==> src/rtl/adc_phase_sign_sequencer.sv <==
// Round-robins ADC conversions over phases A..C and turns each 12-bit current
// sample into a hysteretic sign bit for the downstream commutation FSMs.
module adc_phase_sign_sequencer #(
   parameter int NUM_CH    = 3,
   parameter int DATA_W    = 12,
   parameter int CH_BASE   = 1,
   parameter int THRESH_HI = 2100,
   parameter int THRESH_LO = 1996,
   parameter int TIMEOUT   = 255
) (
   input  logic              clk,
   input  logic              RST,
   input  logic              pll_locked,
   input  logic              enable,
   output logic              cmd_valid,
   output logic [4:0]        cmd_channel,
   output logic              cmd_sop,
   output logic              cmd_eop,
   input  logic              cmd_ready,
   input  logic              rsp_valid,
   input  logic [4:0]        rsp_channel,
   input  logic [DATA_W-1:0] rsp_data,
   output logic [NUM_CH-1:0] curr_sign,
   output logic              sign_valid,
   output logic              frame_done,
   output logic              adc_fault
);

   localparam int IDX_W = (NUM_CH > 1) ? $clog2(NUM_CH) : 1;
   localparam int TMR_W = $clog2(TIMEOUT + 1);

   typedef enum logic [1:0] {
      LOCK_WAIT,
      IDLE,
      ISSUE,
      WAIT_RSP
   } state_t;

   state_t              state;
   state_t              state_nxt;
   logic [IDX_W-1:0]    idx;
   logic [IDX_W-1:0]    sign_pos;
   logic [TMR_W-1:0]    timer;
   logic [NUM_CH-1:0]   sampled;
   logic [NUM_CH-1:0]   sampled_upd;
   logic [NUM_CH-1:0]   sign_upd;
   logic [4:0]          exp_ch;
   logic                in_wait;
   logic                rsp_match;
   logic                rsp_wrong;
   logic                timed_out;
   logic                phase_done;
   logic                last_phase;

   // Phase A sits in the MSB of curr_sign, so idx maps onto a reversed bit position.
   assign exp_ch     = 5'(CH_BASE) + 5'(idx);
   assign sign_pos   = IDX_W'(NUM_CH - 1) - idx;
   assign last_phase = (idx == IDX_W'(NUM_CH - 1));

   // Lock loss silently drops whatever response is in flight.
   assign in_wait    = (state == WAIT_RSP) && pll_locked;
   assign rsp_match  = in_wait && rsp_valid && (rsp_channel == exp_ch);
   assign rsp_wrong  = in_wait && rsp_valid && (rsp_channel != exp_ch);
   assign timed_out  = in_wait && !rsp_match && (timer == TMR_W'(TIMEOUT));
   assign phase_done = rsp_match || timed_out;

   assign cmd_valid   = (state == ISSUE);
   assign cmd_channel = exp_ch;
   assign cmd_sop     = cmd_valid;
   assign cmd_eop     = cmd_valid;

   // NOTE: sequential state uses non-blocking (<=) so every register samples
   // pre-edge values regardless of statement order; RST is synchronous here.
   always_ff @(posedge clk) begin
      if (RST) begin
         state <= LOCK_WAIT;
      end else begin
         state <= state_nxt;
      end
   end

   // NOTE: every always_comb output gets a default first so no path leaves it
   // unassigned and infers a latch.
   always_comb begin
      state_nxt = state;
      if (!pll_locked) begin
         state_nxt = LOCK_WAIT;
      end else begin
         case (state)
            LOCK_WAIT: state_nxt = IDLE;
            IDLE:      if (enable) state_nxt = ISSUE;
            ISSUE:     if (cmd_ready) state_nxt = WAIT_RSP;
            WAIT_RSP:  if (phase_done) state_nxt = enable ? ISSUE : IDLE;
            default:   state_nxt = LOCK_WAIT;
         endcase
      end
   end

   // Hysteresis: inside the (THRESH_LO, THRESH_HI) band the previous sign holds.
   always_comb begin
      sign_upd    = curr_sign;
      sampled_upd = sampled;
      if (rsp_match) begin
         sampled_upd[sign_pos] = 1'b1;
         if (rsp_data >= DATA_W'(THRESH_HI)) begin
            sign_upd[sign_pos] = 1'b1;
         end else if (rsp_data <= DATA_W'(THRESH_LO)) begin
            sign_upd[sign_pos] = 1'b0;
         end
      end
   end

   always_ff @(posedge clk) begin
      if (RST) begin
         idx        <= '0;
         timer      <= '0;
         curr_sign  <= '0;
         sampled    <= '0;
         sign_valid <= 1'b0;
         frame_done <= 1'b0;
         adc_fault  <= 1'b0;
      end else begin
         frame_done <= 1'b0;
         curr_sign  <= sign_upd;
         if (rsp_wrong || timed_out) begin
            adc_fault <= 1'b1;
         end
         timer <= (state == WAIT_RSP) ? timer + 1'b1 : '0;
         if (!pll_locked) begin
            idx        <= '0;
            sampled    <= '0;
            sign_valid <= 1'b0;
         end else begin
            sampled <= sampled_upd;
            if (phase_done) begin
               idx        <= last_phase ? '0 : idx + 1'b1;
               frame_done <= last_phase;
               // Only a real sample closing a fully sampled frame can validate signs.
               if (last_phase && rsp_match && (&sampled_upd)) begin
                  sign_valid <= 1'b1;
               end
            end
         end
      end
   end

endmodule
==> config.mk <==
export PLATFORM = sky130hd
export DESIGN_NAME = adc_phase_sign_sequencer
export DESIGN_NICKNAME = d
export VERILOG_FILES = /design/src/rtl/adc_phase_sign_sequencer.sv
export SDC_FILE = /design/constraint.sdc
export NUM_CORES = 1
export LEC_CHECK = 0
export CAP_MARGIN = 25
export CORE_ASPECT_RATIO = 1.2
export CORE_MARGIN = 2
export CORE_UTILIZATION = 35
export CTS_BUF_LIST = sky130_fd_sc_hd__clkbuf_4 sky130_fd_sc_hd__clkbuf_8
export CTS_CLUSTER_DIAMETER = 50
export CTS_CLUSTER_SIZE = 16
export DETAILED_ROUTE_END_ITERATION = 6
export PLACE_DENSITY = 0.71
export SETUP_SLACK_MARGIN = 0.1
export SLEW_MARGIN = 20
export SYNTH_ARGS = -nofsm -noshare
export SYNTH_HDL_FRONTEND = slang
export SYNTH_SLANG_ARGS = --single-unit
==> constraint.sdc <==
create_clock -name clk -period 1.8 [get_ports clk]
set_clock_uncertainty 0.05 [all_clocks]
set_input_delay 0.54 -clock clk [delete_from_list [all_inputs] [get_ports clk]]
set_output_delay 0.54 -clock clk [all_outputs]
set_load 0.1 [all_outputs]
Fig. 1: layout detail
Scale bar: 10 um. Window x 12 to 42, y 17 to 47 um. Cells in grey, sequential cells in the stronger grey; small squares are vias.
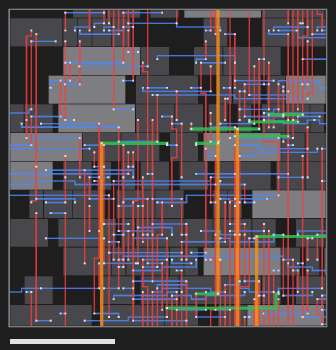
| layer | colour |
|---|---|
| met1 | blue |
| met4 | orange |
| met3 | green |
| met2 | red |
netlist names of flops here include: `timer` (3)
cells with their middle in the window: 76
most frequent: buf_4 (15), dfxtp_1 (7)
sequential cells in the window: 8

Fig. 2: port wiring
Scale bar: 20 um.
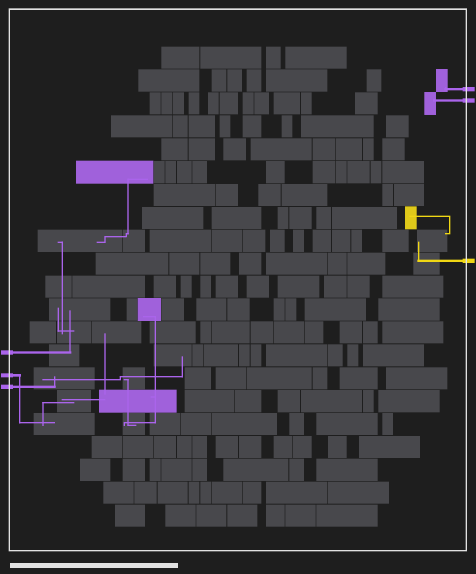
| port | colour | bits | direction | edge | end cells | buffers | wire |
|---|---|---|---|---|---|---|---|
| `cmd_channel` | purple | 5 | output | 3 left, 2 right | 5 | 7 | 126 um |
| `cmd_ready` | yellow | 1 | input | right | 1 | 1 | 14.7 um |
IO Port Bufs: 34
I/O pin cnt: 37

Fig. 3: M1 wires
Supply wires on this layer in grey.
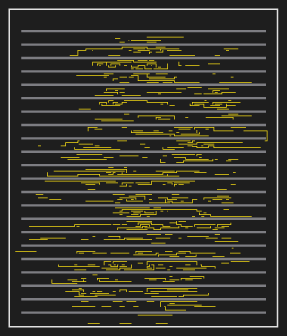
longest straight run: 16.1 um
wire length on this layer: 1,160 um
nets with wire on the layer: 187
share of all routed wire: 39%
main direction: horizontal
Vias: 1,175
WL final: 2976 um

==> changes_impl.md <==
### Changed

* Outcome: finished with violations
* Failing checks: negative setup slack
* Main flop type: dfxtp_1
* Number of fill cells at 219
* Row Count at 21
* Part of the power in combinational logic at 0.166
* Mapped Area at 1055 um^2
* Reg-to-Reg Start: idx[1]
* M1 WL at 1155 um
* Starting density of the core at 0.3717
* # setup viols final at 6
* HP Start: sampled[1]
* Final Core Density at 0.6711
* Clock buffer cells at 4
* Final Hold Vio Count at 0
* Met3 Resource Use GR at 0.03505
* Fin Setup TNS at -0.3431 ns
* Sequential Area at 412.9 um^2
* Clock transition at the registers of the reported paths at 0.11 ns
* Final worst slack at -0.1168 ns
* Crit share post-route at 1.065
* Pre-CTS setup slack at -0.5927 ns
* Clock Power Share at 0.316
* Layout cells sized above 1 at 0.3514
* Die W at 54.12 um
* Invs w/o clock at 8
* Vias in the first global route at 1,155
Power and IR drop assume default switching activity.
